`src/rtl/mem_arbiter_pkg.sv`:
```
// mem_arbiter_pkg: shared types and constants for the IF/LS memory arbiter.
//   arb_state_t  - arbiter FSM states
//   owner_t      - which requester owns the in-flight transaction
//   IF_BE_ALL    - byte enables driven for instruction fetches
//   TIMEOUT_DATA - read data returned on a timed-out transaction
package mem_arbiter_pkg;

  typedef enum logic [1:0] {
    IDLE,
    REQ,
    WAIT,
    RESP
  } arb_state_t;

  typedef enum logic {
    OWNER_IF,
    OWNER_LS
  } owner_t;

  localparam logic [3:0]  IF_BE_ALL    = 4'hF;
  localparam logic [31:0] TIMEOUT_DATA = 32'h0;

endpackage

```
`src/rtl/mem_arbiter_if.sv`:
```
// mem_arbiter_if: bundles the fetch, load/store and memory-side signals of
// mem_arbiter.
//   slave  - arbiter view (requests/memory responses in, grants/bus out)
//   master - environment view (requesters and memory)
// With MEM_TIMEOUT_EN defined, per-requester error pulses if_err_o/ls_err_o
// are added.
interface mem_arbiter_if #(
  parameter int unsigned BITSIZE = 32
);

  logic               if_req_i;
  logic [BITSIZE-1:0] if_addr_i;
  logic               if_gnt_o;
  logic [31:0]        if_rdata_o;
  logic               if_valid_o;

  logic               ls_req_i;
  logic               ls_we_i;
  logic [3:0]         ls_be_i;
  logic [BITSIZE-1:0] ls_addr_i;
  logic [31:0]        ls_wdata_i;
  logic               ls_gnt_o;
  logic [31:0]        ls_rdata_o;
  logic               ls_valid_o;

  logic               mem_req_o;
  logic               mem_we_o;
  logic [3:0]         mem_be_o;
  logic [BITSIZE-1:0] mem_addr_o;
  logic [31:0]        mem_wdata_o;
  logic               mem_gnt_i;
  logic               mem_rvalid_i;
  logic [31:0]        mem_rdata_i;

  logic               busy_o;

`ifdef MEM_TIMEOUT_EN
  logic               if_err_o;
  logic               ls_err_o;

  modport slave (
    input  if_req_i, if_addr_i,
    input  ls_req_i, ls_we_i, ls_be_i, ls_addr_i, ls_wdata_i,
    input  mem_gnt_i, mem_rvalid_i, mem_rdata_i,
    output if_gnt_o, if_rdata_o, if_valid_o, if_err_o,
    output ls_gnt_o, ls_rdata_o, ls_valid_o, ls_err_o,
    output mem_req_o, mem_we_o, mem_be_o, mem_addr_o, mem_wdata_o,
    output busy_o
  );

  modport master (
    output if_req_i, if_addr_i,
    output ls_req_i, ls_we_i, ls_be_i, ls_addr_i, ls_wdata_i,
    output mem_gnt_i, mem_rvalid_i, mem_rdata_i,
    input  if_gnt_o, if_rdata_o, if_valid_o, if_err_o,
    input  ls_gnt_o, ls_rdata_o, ls_valid_o, ls_err_o,
    input  mem_req_o, mem_we_o, mem_be_o, mem_addr_o, mem_wdata_o,
    input  busy_o
  );
`else
  modport slave (
    input  if_req_i, if_addr_i,
    input  ls_req_i, ls_we_i, ls_be_i, ls_addr_i, ls_wdata_i,
    input  mem_gnt_i, mem_rvalid_i, mem_rdata_i,
    output if_gnt_o, if_rdata_o, if_valid_o,
    output ls_gnt_o, ls_rdata_o, ls_valid_o,
    output mem_req_o, mem_we_o, mem_be_o, mem_addr_o, mem_wdata_o,
    output busy_o
  );

  modport master (
    output if_req_i, if_addr_i,
    output ls_req_i, ls_we_i, ls_be_i, ls_addr_i, ls_wdata_i,
    output mem_gnt_i, mem_rvalid_i, mem_rdata_i,
    input  if_gnt_o, if_rdata_o, if_valid_o,
    input  ls_gnt_o, ls_rdata_o, ls_valid_o,
    input  mem_req_o, mem_we_o, mem_be_o, mem_addr_o, mem_wdata_o,
    input  busy_o
  );
`endif

endinterface

```
`src/rtl/mem_arbiter_rr.sv`:
```
// rr_arbiter_2: combinational two-way round-robin pick.
//   req_if, req_ls - requests from fetch and load/store
//   last_winner    - owner of the most recently completed transaction
//   gnt            - one-hot grant, bit 0 = IF, bit 1 = LS (zero if no request)
//   winner         - selected owner (OWNER_IF when nobody requests)
module rr_arbiter_2
  import mem_arbiter_pkg::*;
(
  input  logic       req_if,
  input  logic       req_ls,
  input  owner_t     last_winner,
  output logic [1:0] gnt,
  output owner_t     winner
);

  always_comb begin
    winner = OWNER_IF;
    if (req_if && req_ls) begin
      // On a tie the requester that did not win last time goes first.
      winner = (last_winner == OWNER_IF) ? OWNER_LS : OWNER_IF;
    end else if (req_ls) begin
      winner = OWNER_LS;
    end
    gnt    = '0;
    gnt[0] = req_if && (winner == OWNER_IF);
    gnt[1] = req_ls && (winner == OWNER_LS);
  end

endmodule

```
`src/rtl/mem_arbiter.sv`:
```
// mem_arbiter: shares one single-ported memory between instruction fetch (IF)
// and load/store (LS). Round-robin arbitration, one transaction in flight.
//   clk      - rising-edge clock
//   resetn_i - synchronous active-low reset
//   bus      - mem_arbiter_if.slave: IF/LS request ports, memory bus, busy_o
// Optional: MEM_TIMEOUT_EN adds a REQ/WAIT timeout (TIMEOUT_CYCLES) that
// completes the transaction with zero data and pulses if_err_o/ls_err_o.
module mem_arbiter
  import mem_arbiter_pkg::*;
#(
  parameter int unsigned BITSIZE        = 32,
  parameter int unsigned TIMEOUT_CYCLES = 16
) (
  input logic          clk,
  input logic          resetn_i,
  mem_arbiter_if.slave bus
);

  if (TIMEOUT_CYCLES < 2) begin : g_bad_timeout
    $error("mem_arbiter: TIMEOUT_CYCLES must be at least 2");
  end

  arb_state_t         state_q;
  owner_t             owner_q;
  owner_t             last_winner_q;
  logic [BITSIZE-1:0] addr_q;
  logic               we_q;
  logic [3:0]         be_q;
  logic [31:0]        wdata_q;
  logic [31:0]        if_rdata_q;
  logic [31:0]        ls_rdata_q;

  logic [1:0]         pick_gnt;
  owner_t             pick_winner;
  logic               done;
  logic               abort;
  logic [31:0]        resp_data;

  rr_arbiter_2 u_rr (
    .req_if      (bus.if_req_i),
    .req_ls      (bus.ls_req_i),
    .last_winner (last_winner_q),
    .gnt         (pick_gnt),
    .winner      (pick_winner)
  );

  // rvalid only counts in WAIT, or in REQ together with gnt; anything else is
  // a stale response and is ignored.
  assign done = ((state_q == REQ) && bus.mem_gnt_i && bus.mem_rvalid_i) ||
                ((state_q == WAIT) && bus.mem_rvalid_i);

`ifdef MEM_TIMEOUT_EN
  logic [7:0] cnt_q;
  logic       err_q;

  assign abort = ((state_q == REQ) || (state_q == WAIT)) && !done &&
                 (cnt_q == 8'(TIMEOUT_CYCLES - 1));
`else
  assign abort = 1'b0;
`endif

  assign resp_data = abort ? TIMEOUT_DATA : bus.mem_rdata_i;

  always_ff @(posedge clk) begin
    if (!resetn_i) begin
      state_q       <= IDLE;
      owner_q       <= OWNER_IF;
      last_winner_q <= OWNER_IF;
      addr_q        <= '0;
      we_q          <= 1'b0;
      be_q          <= '0;
      wdata_q       <= '0;
      if_rdata_q    <= '0;
      ls_rdata_q    <= '0;
`ifdef MEM_TIMEOUT_EN
      cnt_q         <= '0;
      err_q         <= 1'b0;
`endif
    end else begin
      // Each requester keeps its own rdata register so the non-owner's
      // output holds its last value.
      if (done || abort) begin
        if (owner_q == OWNER_IF) begin
          if_rdata_q <= resp_data;
        end else begin
          ls_rdata_q <= resp_data;
        end
      end

      unique case (state_q)
        IDLE: begin
          if (|pick_gnt) begin
            owner_q <= pick_winner;
            state_q <= REQ;
            if (pick_winner == OWNER_LS) begin
              addr_q  <= bus.ls_addr_i;
              we_q    <= bus.ls_we_i;
              be_q    <= bus.ls_be_i;
              wdata_q <= bus.ls_wdata_i;
            end else begin
              addr_q  <= bus.if_addr_i;
              we_q    <= 1'b0;
              be_q    <= IF_BE_ALL;
              wdata_q <= '0;
            end
          end
        end
        REQ: begin
          if (done || abort) begin
            state_q <= RESP;
          end else if (bus.mem_gnt_i) begin
            state_q <= WAIT;
          end
        end
        WAIT: begin
          if (done || abort) begin
            state_q <= RESP;
          end
        end
        RESP: begin
          last_winner_q <= owner_q;
          state_q       <= IDLE;
        end
        default: state_q <= IDLE;
      endcase

`ifdef MEM_TIMEOUT_EN
      // Clearing in IDLE means the counter reads 0 on the first REQ cycle.
      if (state_q == IDLE) begin
        cnt_q <= '0;
      end else if ((state_q == REQ) || (state_q == WAIT)) begin
        cnt_q <= cnt_q + 8'd1;
      end
      if (done || abort) begin
        err_q <= abort;
      end
`endif
    end
  end

  assign bus.if_gnt_o    = resetn_i && (state_q == IDLE) && pick_gnt[0];
  assign bus.ls_gnt_o    = resetn_i && (state_q == IDLE) && pick_gnt[1];
  assign bus.if_valid_o  = (state_q == RESP) && (owner_q == OWNER_IF);
  assign bus.ls_valid_o  = (state_q == RESP) && (owner_q == OWNER_LS);
  assign bus.if_rdata_o  = if_rdata_q;
  assign bus.ls_rdata_o  = ls_rdata_q;

  assign bus.mem_req_o   = (state_q == REQ);
  assign bus.mem_we_o    = we_q;
  assign bus.mem_be_o    = be_q;
  assign bus.mem_addr_o  = addr_q;
  assign bus.mem_wdata_o = wdata_q;

  assign bus.busy_o      = (state_q != IDLE);

`ifdef MEM_TIMEOUT_EN
  assign bus.if_err_o    = bus.if_valid_o && err_q;
  assign bus.ls_err_o    = bus.ls_valid_o && err_q;
`endif

endmodule
```
`src/flat_wrapper.sv`:
```
// flat-port wrapper written by rule: the top's interface ports become plain ports
module mem_arbiter_flat import mem_arbiter_pkg::*;
#(
  parameter int unsigned BITSIZE        = 32,
  parameter int unsigned TIMEOUT_CYCLES = 16
)
  (clk, resetn_i, bus_if_req_i, bus_if_addr_i, bus_ls_req_i, bus_ls_we_i, bus_ls_be_i, bus_ls_addr_i, bus_ls_wdata_i, bus_mem_gnt_i, bus_mem_rvalid_i, bus_mem_rdata_i, bus_if_gnt_o, bus_if_rdata_o, bus_if_valid_o, bus_ls_gnt_o, bus_ls_rdata_o, bus_ls_valid_o, bus_mem_req_o, bus_mem_we_o, bus_mem_be_o, bus_mem_addr_o, bus_mem_wdata_o, bus_busy_o);
  mem_arbiter_if #(.BITSIZE(BITSIZE)) bus_i ();
  input logic clk;
  input logic resetn_i;
  input wire logic [$bits(bus_i.if_req_i)-1:0] bus_if_req_i;
  input wire logic [$bits(bus_i.if_addr_i)-1:0] bus_if_addr_i;
  input wire logic [$bits(bus_i.ls_req_i)-1:0] bus_ls_req_i;
  input wire logic [$bits(bus_i.ls_we_i)-1:0] bus_ls_we_i;
  input wire logic [$bits(bus_i.ls_be_i)-1:0] bus_ls_be_i;
  input wire logic [$bits(bus_i.ls_addr_i)-1:0] bus_ls_addr_i;
  input wire logic [$bits(bus_i.ls_wdata_i)-1:0] bus_ls_wdata_i;
  input wire logic [$bits(bus_i.mem_gnt_i)-1:0] bus_mem_gnt_i;
  input wire logic [$bits(bus_i.mem_rvalid_i)-1:0] bus_mem_rvalid_i;
  input wire logic [$bits(bus_i.mem_rdata_i)-1:0] bus_mem_rdata_i;
  output wire logic [$bits(bus_i.if_gnt_o)-1:0] bus_if_gnt_o;
  output wire logic [$bits(bus_i.if_rdata_o)-1:0] bus_if_rdata_o;
  output wire logic [$bits(bus_i.if_valid_o)-1:0] bus_if_valid_o;
  output wire logic [$bits(bus_i.ls_gnt_o)-1:0] bus_ls_gnt_o;
  output wire logic [$bits(bus_i.ls_rdata_o)-1:0] bus_ls_rdata_o;
  output wire logic [$bits(bus_i.ls_valid_o)-1:0] bus_ls_valid_o;
  output wire logic [$bits(bus_i.mem_req_o)-1:0] bus_mem_req_o;
  output wire logic [$bits(bus_i.mem_we_o)-1:0] bus_mem_we_o;
  output wire logic [$bits(bus_i.mem_be_o)-1:0] bus_mem_be_o;
  output wire logic [$bits(bus_i.mem_addr_o)-1:0] bus_mem_addr_o;
  output wire logic [$bits(bus_i.mem_wdata_o)-1:0] bus_mem_wdata_o;
  output wire logic [$bits(bus_i.busy_o)-1:0] bus_busy_o;
  assign bus_i.if_req_i = bus_if_req_i;
  assign bus_i.if_addr_i = bus_if_addr_i;
  assign bus_i.ls_req_i = bus_ls_req_i;
  assign bus_i.ls_we_i = bus_ls_we_i;
  assign bus_i.ls_be_i = bus_ls_be_i;
  assign bus_i.ls_addr_i = bus_ls_addr_i;
  assign bus_i.ls_wdata_i = bus_ls_wdata_i;
  assign bus_i.mem_gnt_i = bus_mem_gnt_i;
  assign bus_i.mem_rvalid_i = bus_mem_rvalid_i;
  assign bus_i.mem_rdata_i = bus_mem_rdata_i;
  assign bus_if_gnt_o = bus_i.if_gnt_o;
  assign bus_if_rdata_o = bus_i.if_rdata_o;
  assign bus_if_valid_o = bus_i.if_valid_o;
  assign bus_ls_gnt_o = bus_i.ls_gnt_o;
  assign bus_ls_rdata_o = bus_i.ls_rdata_o;
  assign bus_ls_valid_o = bus_i.ls_valid_o;
  assign bus_mem_req_o = bus_i.mem_req_o;
  assign bus_mem_we_o = bus_i.mem_we_o;
  assign bus_mem_be_o = bus_i.mem_be_o;
  assign bus_mem_addr_o = bus_i.mem_addr_o;
  assign bus_mem_wdata_o = bus_i.mem_wdata_o;
  assign bus_busy_o = bus_i.busy_o;
  mem_arbiter #(.BITSIZE(BITSIZE), .TIMEOUT_CYCLES(TIMEOUT_CYCLES)) u_core (.clk(clk), .resetn_i(resetn_i), .bus(bus_i));
endmodule
```
`config.mk`:
```
export PLATFORM = sky130hd
export DESIGN_NAME = mem_arbiter_flat
export DESIGN_NICKNAME = d
export VERILOG_FILES = /design/src/rtl/mem_arbiter_pkg.sv /design/src/rtl/mem_arbiter_if.sv /design/src/rtl/mem_arbiter_rr.sv /design/src/rtl/mem_arbiter.sv /design/src/flat_wrapper.sv
export SDC_FILE = /design/constraint.sdc
export NUM_CORES = 1
export LEC_CHECK = 0
export CAP_MARGIN = 0
export CORE_MARGIN = 2
export CORE_UTILIZATION = 25
export DETAILED_ROUTE_END_ITERATION = 12
export SLEW_MARGIN = 20
export SYNTH_ARGS = -nofsm -noshare
export SYNTH_HDL_FRONTEND = slang
export SYNTH_SLANG_ARGS = --single-unit
```
`constraint.sdc`:
```
create_clock -name clk -period 2 [get_ports clk]
set_input_delay 0.4 -clock clk [delete_from_list [all_inputs] [get_ports clk]]
set_output_delay 0.4 -clock clk [all_outputs]
set_load 0.02 [all_outputs]
```
==> COMMIT_EDITMSG, run 1 <==
Record implementation results from latest flow run

* Status: completed
- Die height: 148 um
- Clock Tree Buf Depth: 2
- For the worst setup path, the data required time is 1.60 ns.
- Ratio of cells with drive above 1 in the final layout: 8.05%
- Final hold violation count: 0
* Number of warnings issued by yosys: 0
* Vias after detailed routing: 4589
- Basic Gates by Area: 8.58%
- MI comb area: 2230 sq um
* Most common flop cell mapped by yosys: dfxtp_1
* Root Driver: clkbuf_16
* Total congestion overflow: 0
* Crit path depth: 4
- Proportion of register bits with asynchronous set or reset after synthesis: 0%
- Top area cell types: dfxtp_1 53%, mux2i_1 19%, nand2_1 7.2%, a22o_1 5.6%, a21oi_1 3.4%
* Launching point of the worst reg2reg path: u_core.state_q[0]$_SDFFE_PN0P_
- Setup slack on the worst reg-to-reg path comes out at 0.28 ns.
- For reference, XOR and XNOR gates occupy 0% of the area reported after synthesis.
- Number of core rows: 52
- In this run the critical register-to-register path is captured at u_core.bus.ls_rdata_o[28]$_SDFFE_PN0P_.
- Register share after synthesis: 52.8%
- Total of flip-flops plus latches after synthesis: 137
- Sequential share of cell area: 30.8%
* Total cells reported by yosys after synthesis: 508
* Cell taking the most area after synthesis: dfxtp_1
* Worst-case hold path end point: u_core.bus.if_rdata_o[21]$_SDFFE_PN0P_
* Wire length of the first global-routing pass: 24300 um
- Cell depth of the worst flop-to-flop path: 7
- Highest-delay cell along the critical path: dfxtp_1
- Maximum number of pins on one net before global-route repair: 60
- Layout Utilization: 43.8%
- Top post-synthesis cells by count: 137 x dfxtp_1, 100 x nand2_1, 97 x mux2i_1, 35 x a21oi_1, 33 x a22o_1
* Global-route met2 utilization: 22.8%
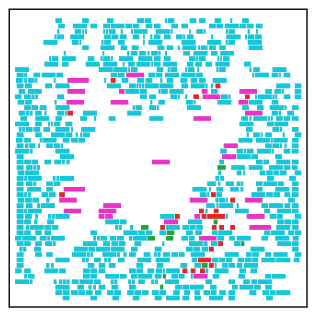
run_1/drive_strength.png
(2 px per um)
[magenta] drive 6 and up | cells: 30 | share: 3.8%
[red] drive 3 to 4 | cells: 24 | share: 3.0%
[green] drive 2 | cells: 10 | share: 1.3%
[cyan] drive 1 or less | cells: 731 | share: 92%

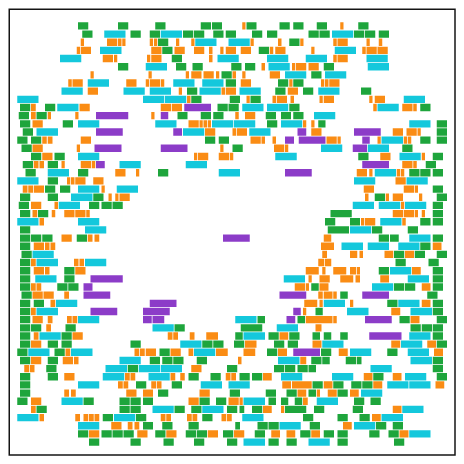
run_1/cell_classes.png
(3 px per um)
[cyan] flops | cells: 137 | share of their area: 32%
[orange] all other logic | cells: 330 | share of their area: 26%
[green] other buffers and delay cells | cells: 296 | share of their area: 34%
[purple] clock drivers and dummy loads | cells: 32 | share of their area: 7.3%

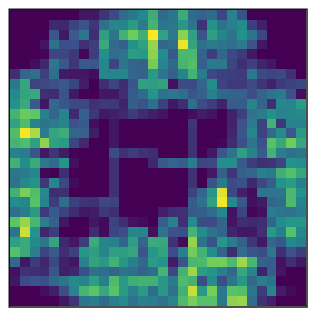
run_1/wire_density.png
(2 px per um) The die is cut into 30 by 30 equal tiles; dark purple is low, yellow is high, scaled to the fullest tile. Values are wire area over tile area, all layers added.
tiles over half the peak: 19%
nearly empty tiles: 20%
mean over tiles: 0.12
emptiest ninth of the die: centre
fullest tile: 0.41

## Run 2: what changed since run 1
- HOLD_SLACK_MARGIN: not set -> 0.05
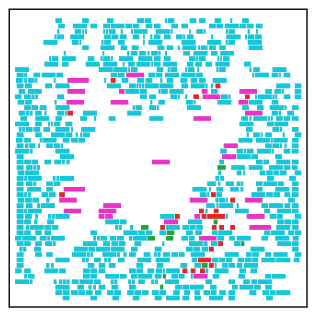
run_2/drive_strength.png
(2 px per um)
[green] drive 2 | cells: 10 | share: 1.3%
[magenta] drive 6 and up | cells: 30 | share: 3.8%
[cyan] drive 1 or less | cells: 731 | share: 92%
[red] drive 3 to 4 | cells: 24 | share: 3.0%

==> run 2 against run 1 <==
Non-clock buffer count unchanged. Clock-buffer cell count unchanged. Sequential cell count unchanged. Clock skew unchanged.
==> COMMIT_EDITMSG, run 2 <==
Record implementation results from latest flow run

* Status: completed
- MI comb area: 2230 sq um (unchanged)
* # clock sinks: 137
* Launching point of the worst reg2reg path: u_core.state_q[0]$_SDFFE_PN0P_
* Final hold violation count: 0 (unchanged)
- The global-route wire length before repair was 24300 um (unchanged).
- Total of flip-flops plus latches after synthesis: 137 (unchanged)
* Crit path depth: 4 (unchanged)
* Top area cell types: dfxtp_1 53%, mux2i_1 19%, nand2_1 7.2%, a22o_1 5.6%, a21oi_1 3.4%
- The pin count of the biggest net entering global routing is 60 (unchanged).
- The xor/xnor cell area share of the yosys netlist was 0% (unchanged).
- The cell depth of the worst flop-to-flop path is 7 (unchanged).
* Clock Tree Buf Depth: 2 (unchanged)
- CTS built an H-tree with a depth of 4.
- Total of hold buffers inserted after clock tree synthesis: 0
- Post-synthesis cell type with the largest instance count: dfxtp_1
- Proportion of register bits with asynchronous set or reset after synthesis: 0% (unchanged)
- The timing report shows that the slowest cell on the worst path is dfxtp_1.
- The data required time of the worst path is 1.60 ns (about the same).
- Number of warnings issued by yosys: 0 (unchanged)
- Sequential share of cell area: 30.8% (unchanged)
- Worst hold margin: 0.456 ns
- Worst path cell trace: buf_4 > ha_1 > and2_1 > clkdlybuf4s15_1
- The share of the core filled with cells was 43.8% (unchanged).
- The yosys stat cell total was 508 (unchanged).
* Worst setup slack for register-to-register paths: 0.28 ns (about the same)
- Register share after synthesis: 52.8% (unchanged)
- The share of cells above drive strength 1 came to 8.05% (unchanged).
* Root Driver: clkbuf_16
- Number of core rows: 52 (unchanged)
- Before any placement, the netlist area is recorded as 5190 sq um.
* Terminus of the critical flop-to-flop path: u_core.bus.ls_rdata_o[28]$_SDFFE_PN0P_
- For this run, the number of standard cells in the final layout without fillers is 1065.
- In the synthesized netlist, the cells that appear most often are 137 x dfxtp_1, 100 x nand2_1, 97 x mux2i_1, 35 x a21oi_1, 33 x a22o_1.
- TritonCTS clock tree: built
- Setup violations, final: 0
- Cell taking the most area after synthesis: dfxtp_1
- Dpl hpwl: 11200 um
- From left edge to right edge, the die measures 148 um.
- Worst-case hold path end point: u_core.bus.if_rdata_o[21]$_SDFFE_PN0P_
- The met2 track demand over resource in global routing is 22.8% (unchanged).
- Cells after Synth: 508
- The vertical die dimension was 148 um (unchanged).
* Portion of synthesized cell area occupied by the leading cell type: 52.8%
- Total congestion overflow: 0 (unchanged)
* Number of non-clock buffers in the layout: 296
- In this run the count of I/O pins placed on the die edge is 278.
- In this run, placement finished with an instance count of 1033.
- The simple logic cell fraction of the synthesized area is 8.58% (unchanged).
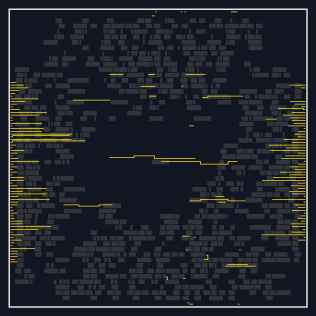
run_2/met3.png
(2 px per um)
longest straight run: 36.3 um
share of all routed wire: 7.1%
Final Routed Wirelength: 15800 um
vias after detailed routing: 4589

